==> config.mk <==
export PLATFORM = sky130hd
export DESIGN_NAME = simd_bus_sequencer
export DESIGN_NICKNAME = d
export VERILOG_FILES = /design/src/rtl/simd_bus_sequencer.sv
export SDC_FILE = /design/constraint.sdc
export NUM_CORES = 1
export LEC_CHECK = 0
export ABC_AREA = 1
export CAP_MARGIN = 20
export CORE_MARGIN = 3
export CORE_UTILIZATION = 45
export DETAILED_ROUTE_END_ITERATION = 16
export PLACE_DENSITY_LB_ADDON = 0.08
export RECOVER_POWER = 50
export SETUP_SLACK_MARGIN = 0.2
export SLEW_MARGIN = 30
export SYNTH_ARGS = -nofsm -noshare
export SYNTH_HDL_FRONTEND = slang
export SYNTH_SLANG_ARGS = --single-unit
==> constraint.sdc <==
create_clock -name clk -period 2.98 [get_ports clk]
set_input_delay 0.447 -clock clk [delete_from_list [all_inputs] [get_ports clk]]
set_output_delay 0.447 -clock clk [all_outputs]
set_load 0.02 [all_outputs]
run_1/met1.png
(6 px per um) Supply wires on this layer in grey. Cells faint in the background.
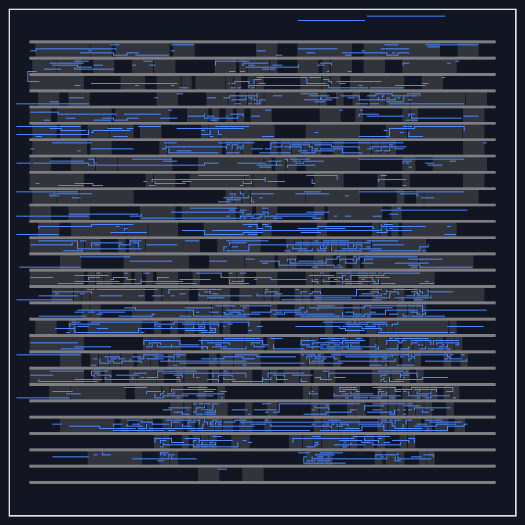
nets with wire on the layer	407
wire length on this layer	3040 um
Final Routed Wirelength: 6.76 mm
routing usage on met1: 0.273
via count: 2526

run_1/met2.png
(6 px per um)
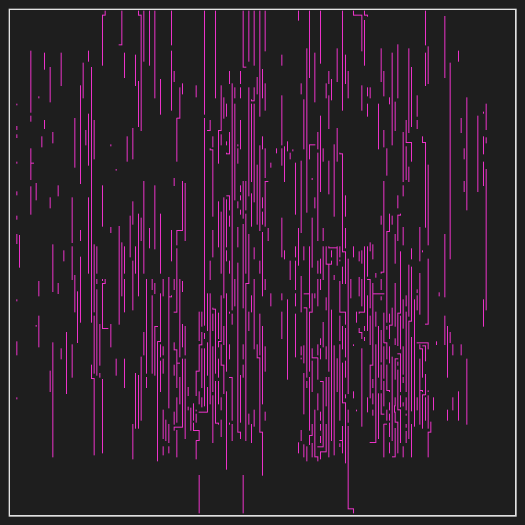
wire length on this layer	3240 um
main direction	vertical
M2 GR Usage: 0.315

run_1/met3.png
(6 px per um) Cells faint in the background.
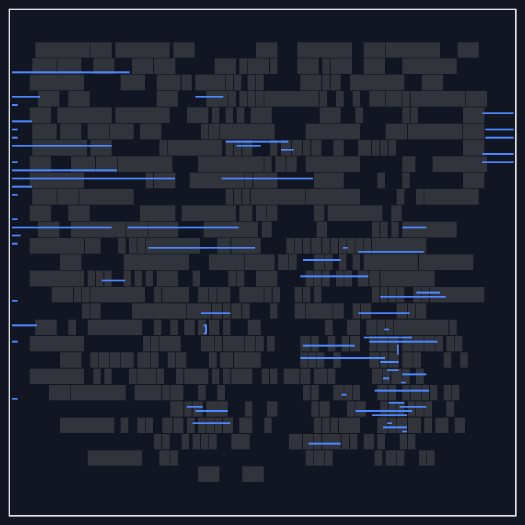
nets with wire on the layer	56
main direction	horizontal
longest straight run	26.9 um
wire length on this layer	381 um
met3 GRT Util: 0.0393

run_1/clock_map.png
(3 px per um)
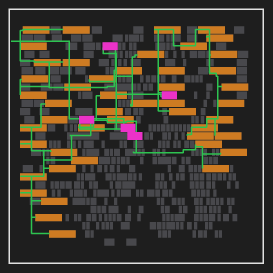
[green] clock wires | length: 594 um
[magenta] cells driving clock nets | count: 5
[orange] flip-flops | count: 47
routed clock nets	6
Clock Skew: 0.00581 ns
clk pwr: 0.000571 W
Clock power frac: 0.342
latest clock arrival within the worst-skew pair: 0.30 ns

==> Changelog: implementation, run 1 <==
### Changed

- Resized Gates After CTS: 0
- Grt ovf: 0
- CTS max path bufs: 2
- GR peak layer: met2
- Levels on crit path: 11
- Post-DP Area: roughly 3300 sq um
- Tot GR Track Use: 0.195
- Biggest area cells: dfrtp_1, nand2_1, nand3_1, nor2_1, inv_1
- Comb_multi_in: approximately 260
- Largest cell class: combinational gates
- DR WL/cell: approximately 14 um
- Die height: between 80 and 90 um
- Area delta synth->final: 24.1%
- Peak VDD IR: between 300 and 400 uV
- Non-clk invs: 54
- Clock buffer cells: 5
- Via density: slightly above 5
- Port Buf Inserts: 48
- Number of enable flip-flop cells: 0
- Post-synth top area cell: dfrtp_1
- CTS hold repair buffers: 0
- Yosys synthesis chip area: approximately 2800 sq um
- Post-synthesis cell area: roughly 2800 sq um
- Comb area share: 0.384
- CTS tree: yes
- Most instantiated logic cells after routing: nand2_1, nor2_1, dfrtp_1
- Complex Gates by Area: 0.0746
- Failing checks: capacitance limit, slew limit
- Worst Reg-to-Reg Cells: 11
- Top delay family on crit path: simple AND/OR/NAND/NOR gates
- Met3 WL: ~380 um
- Final period util: 0.704
- Synth top area share: 0.428
- # Taps: approximately 70
- Clock Tree Root: clkbuf_8
- CP Buf/Inv Count: 3
- First-pass GRT wire length: ~11 mm
- Pint: 0.00117 W
- IO Pins: about 50
- FP Core Util: 0.482
- CP Launch Type: input port
- Basic Gates by Area: 0.356
- Starting DRT DRC Count: 147
- Synth mux share: 0.0328
- Setup CP Type: in2reg
- Comb group: 0.000370 W
- Vias in the first global route: 2338
- WHS Path Cells: 2
- Synth top cells by count: nand2_1, nor2_1, dfrtp_1
- Die width: approximately 84 um
- Avg Inst Size Synth: 7.51 sq um
- Sink Count: around 47
- Slowest cell on crit path: clkdlybuf4s50_1
- Crit path DRT: 3.21 ns
- Nonclk buf count: 49
- Sw frac: 0.299
- Critical path data arrival time: 2.33 ns
- CP max FO: 10
- Met2 routed WL: 3.24 mm
- Registers: between 40 and 50
- Max-Cap Viols: 1
- Distinct cell type count after synthesis: 29
- Seq area share: 0.345
- Seq pwr share: 0.436
- Slowest stage delay, CP: approximately 0.64 ns
- Fin util: 0.598
- Comb area: ~1300 sq um
- R2R setup slack: approximately 0.91 ns
- Least-Margin Pin Slew: about 2 ns
- Leakage Power: ~1.8 nW
- Post-synth seq share: 0.428
- Postcts setup bufs: 0
- Gate count of the mapped netlist: around 370
- Tot Pwr: between 0.0015 and 0.002 W
- Final setup viols: 0
- Hold Fails Final Rpt: 0
- Adder share: 0.0136
- Min Tclk post-route: 2.10 ns
- Worst-path cell chain: clkdlybuf4s50_1 > inv_1 > nor2_1 > nor2_1 > nand3_1 > nand2_2 > nand2_1 > inv_2 > nor2_1 > nand2_1 > nor2_1
- Buffer share of cell area: 0.143
- Setup TNS: 0 ns
- Most frequent cell after synthesis: nand2_1
- Endpoint class of the critical path: flop
- Clock network area share: 0.0411
- RSZ-0062 raised after global routing: no
- Slew Limit Fails: 48
- CTS buffer count: 5
- XOR/XNOR Fraction of Synth Area: 0.00318
- GP Congestion: between 0.9 and 1
- Antenna Nets Post-Route: 0
- Most frequent CP cell: nor2_1
- Dominant register cell: dfrtp_1
- Non-Filler Instances: approximately 500
- Dpl ws: around 0.7 ns
- PnR worst setup slack: around 0.88 ns
- Post-synthesis net count: 393
- Status: finished, violations left
- F_max: 477 MHz
- Warning total across the stage logs: 27
- Worst Hold Class: reg2reg
- Fillers: 525
- Min Hold Slack: between 0.4 and 0.5 ns
- Power density over cell area: about 500 nW/um^2
- H-tree Lvls: 2
- Most frequent logic cell in the layout: nand2_1
- Post-synth ARST share: 1.00
- Largest family of logic cells by area: simple AND/OR/NAND/NOR gates
- DR top layer: met4
- Cell area after layout: 3410 sq um
- DIE AREA: roughly 7100 sq um
- Fraction of layout cells with a size suffix above 1: 0.127
- Switch Pwr: between 0.0004 and 0.0005 W
- Synth flops: around 47
- Detailed Routing Iterations Pass 1: 4
==> run 2, diff against run 1 <==
==> constraint.sdc (replaced) <==
create_clock -name clk -period 1.85 [get_ports clk]
set_input_delay 0.2775 -clock clk [delete_from_list [all_inputs] [get_ports clk]]
set_output_delay 0.2775 -clock clk [all_outputs]
set_load 0.02 [all_outputs]
run_2/final_congestion.png
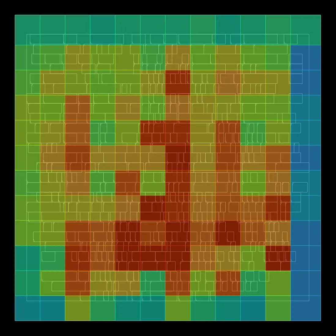
routing usage on met1: 0.278
DR WL/cell: 14.6 um
fin util: 0.739

run_2/met2.png
(6 px per um)
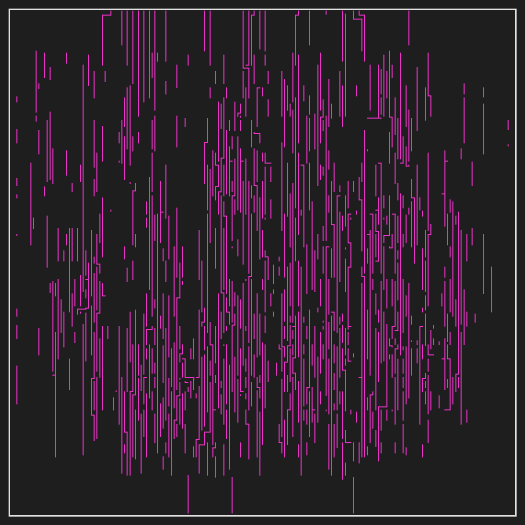
via count: 2861
Final Routed Wirelength: 8.08 mm
M2 GR Usage: 0.369

==> Changelog: implementation, run 2 <==
### Changed

- Sw frac: 0.336 (+0.0375)
- Leakage Power: 2.12 nW (+20%)
- Die height: 84.2 um (unchanged)
- Min Hold Slack: 0.500 ns (+0.0188 ns)
- R2R setup slack: 0.09 ns (-0.82 ns)
- Sink Count: 47 (unchanged)
- Via density: 5.18 (+0.34%)
- Largest family of logic cells by area: simple AND/OR/NAND/NOR gates
- Setup CP Type: reg2reg
- Clock Skew: 0.00617 ns (+0.000362 ns)
- Comb_multi_in: 259 (unchanged)
- Biggest area cells: dfrtp_1, nand2_1, nand3_1, nor2_1, inv_1
- WHS Path Cells: 2 (unchanged)
- Seq. pwr: between 0.001 and 0.0015 W
- Synth flops: 47 (unchanged)
- Tot Pwr: 0.00272 W (+63%)
- PnR worst setup slack: 0.0913 ns (-0.792 ns)
- Dominant register cell: dfrtp_1
- Non-clk invs: 54 (unchanged)
- Comb group: 0.000878 W (+140%)
- Non-Filler Instances: 552 (+13%)
- Die width: 84.2 um (unchanged)
- CTS tree: yes
- Levels on crit path: 9 (-2)
- CTS max path bufs: 2 (unchanged)
- Slew Limit Fails: 0 (-100%)
- Yosys synthesis chip area: 2750 sq um (unchanged)
- Pint: 0.00180 W (+54%)
- Hold Fails Final Rpt: 0 (unchanged)
- DR top layer: met4
- Vias in the first global route: 2684 (+15%)
- CTS hold repair buffers: 0 (unchanged)
- Post-synthesis net count: 393 (unchanged)
- Basic Gates by Area: 0.356 (unchanged)
- Power density over cell area: 644 nW/um^2 (+32%)
- Slowest stage delay, CP: 0.48 ns (-0.16 ns)
- Comb area share: 0.377 (-0.00719)
- CTS buffer count: 5 (unchanged)
- Starting DRT DRC Count: 188 (+28%)
- Buffer share of cell area: 0.246 (+0.103)
- Post-synth seq share: 0.428 (unchanged)
- Clock power frac: 0.243 (-0.099)
- Avg Inst Size Synth: 7.51 sq um (unchanged)
- Met3 WL: 447 um (+18%)
- Warning total across the stage logs: 29 (+7.4%)
- Dpl ws: -0.0635 ns (-0.752 ns)
- Area delta synth->final: 53.5%
- Final period util: 0.951
- Antenna Nets Post-Route: 0 (unchanged)
- H-tree Lvls: 2 (unchanged)
- Post-synthesis cell area: 2750 sq um (unchanged)
- Post-DP Area: 3570 sq um (+8.8%)
- Cell area after layout: 4220 sq um (+24%)
- Seq area share: 0.280 (-0.0645)
- Met3 GRT Util: 0.0451 (+0.00589)
- Switch Pwr: 0.000915 W (+83%)
- Detailed Routing Iterations Pass 1: 6 (+2)
- DIE AREA: 7090 sq um (unchanged)
- Critical path data arrival time: 2.00 ns (-0.33 ns)
- Number of enable flip-flop cells: 0 (unchanged)
- Worst Reg-to-Reg Cells: 9 (-2)
- Top delay family on crit path: flip-flops
- Endpoint class of the critical path: flop
- F_max: 569 MHz
- CP max FO: 8 (-2)
- Clock Tree Root: clkbuf_8
- Least-Margin Pin Slew: 0.830 ns (-1.17 ns)
- Setup TNS: 0 ns (unchanged)
- Registers: 47 (unchanged)
- Peak VDD IR: 534 uV (+59%)
- Met2 routed WL: 4.15 mm (+28%)
- Max-Cap Viols: 0 (-1)
- Gate count of the mapped netlist: 366 (unchanged)
- Most frequent CP cell: nand3_2
- Synth top cells by count: nand2_1, nor2_1, dfrtp_1
- Seq pwr share: 0.434 (-0.002)
- GR peak layer: met2
- Antenna violations before repair: 0
- Crit path DRT: 2.09 ns (-1.12 ns)
- Grt ovf: 0 (unchanged)
- Post-synth top area cell: dfrtp_1
- CP Buf/Inv Count: 3 (unchanged)
- IO Pins: 49 (unchanged)
- Complex Gates by Area: 0.0746 (unchanged)
- RSZ-0062 raised after global routing: yes
- XOR/XNOR Fraction of Synth Area: 0.00318 (unchanged)
- Clock buffer cells: 6 (+1)
- # Taps: 72 (unchanged)
- Tot GR Track Use: 0.217 (+0.0220)
- Fillers: 446 (-15%)
- Clock network area share: 0.0234 (-0.0176)
- Min Tclk post-route: roughly 1.8 ns
- Post-synth ARST share: 1.00 (unchanged)
- Most frequent cell after synthesis: nand2_1
- Status: finished, final reports clean
- Postcts setup bufs: 11 (+11)
- Slowest cell on crit path: dfrtp_2
- Fraction of layout cells with a size suffix above 1: 0.342 (+0.215)
- Latest clock arrival within the worst-skew pair: 0.31 ns (about the same)
- Comb area: 1590 sq um (+21%)
- Largest cell class: combinational gates
run_2/met4.png
(4 px per um) Supply wires on this layer in grey. Cells faint in the background.
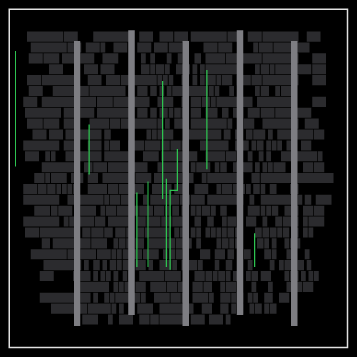
share of all routed wire	2.4%
main direction	vertical
longest straight run	29.2 um
wire length on this layer	196 um

Power and IR drop assume default switching activity.
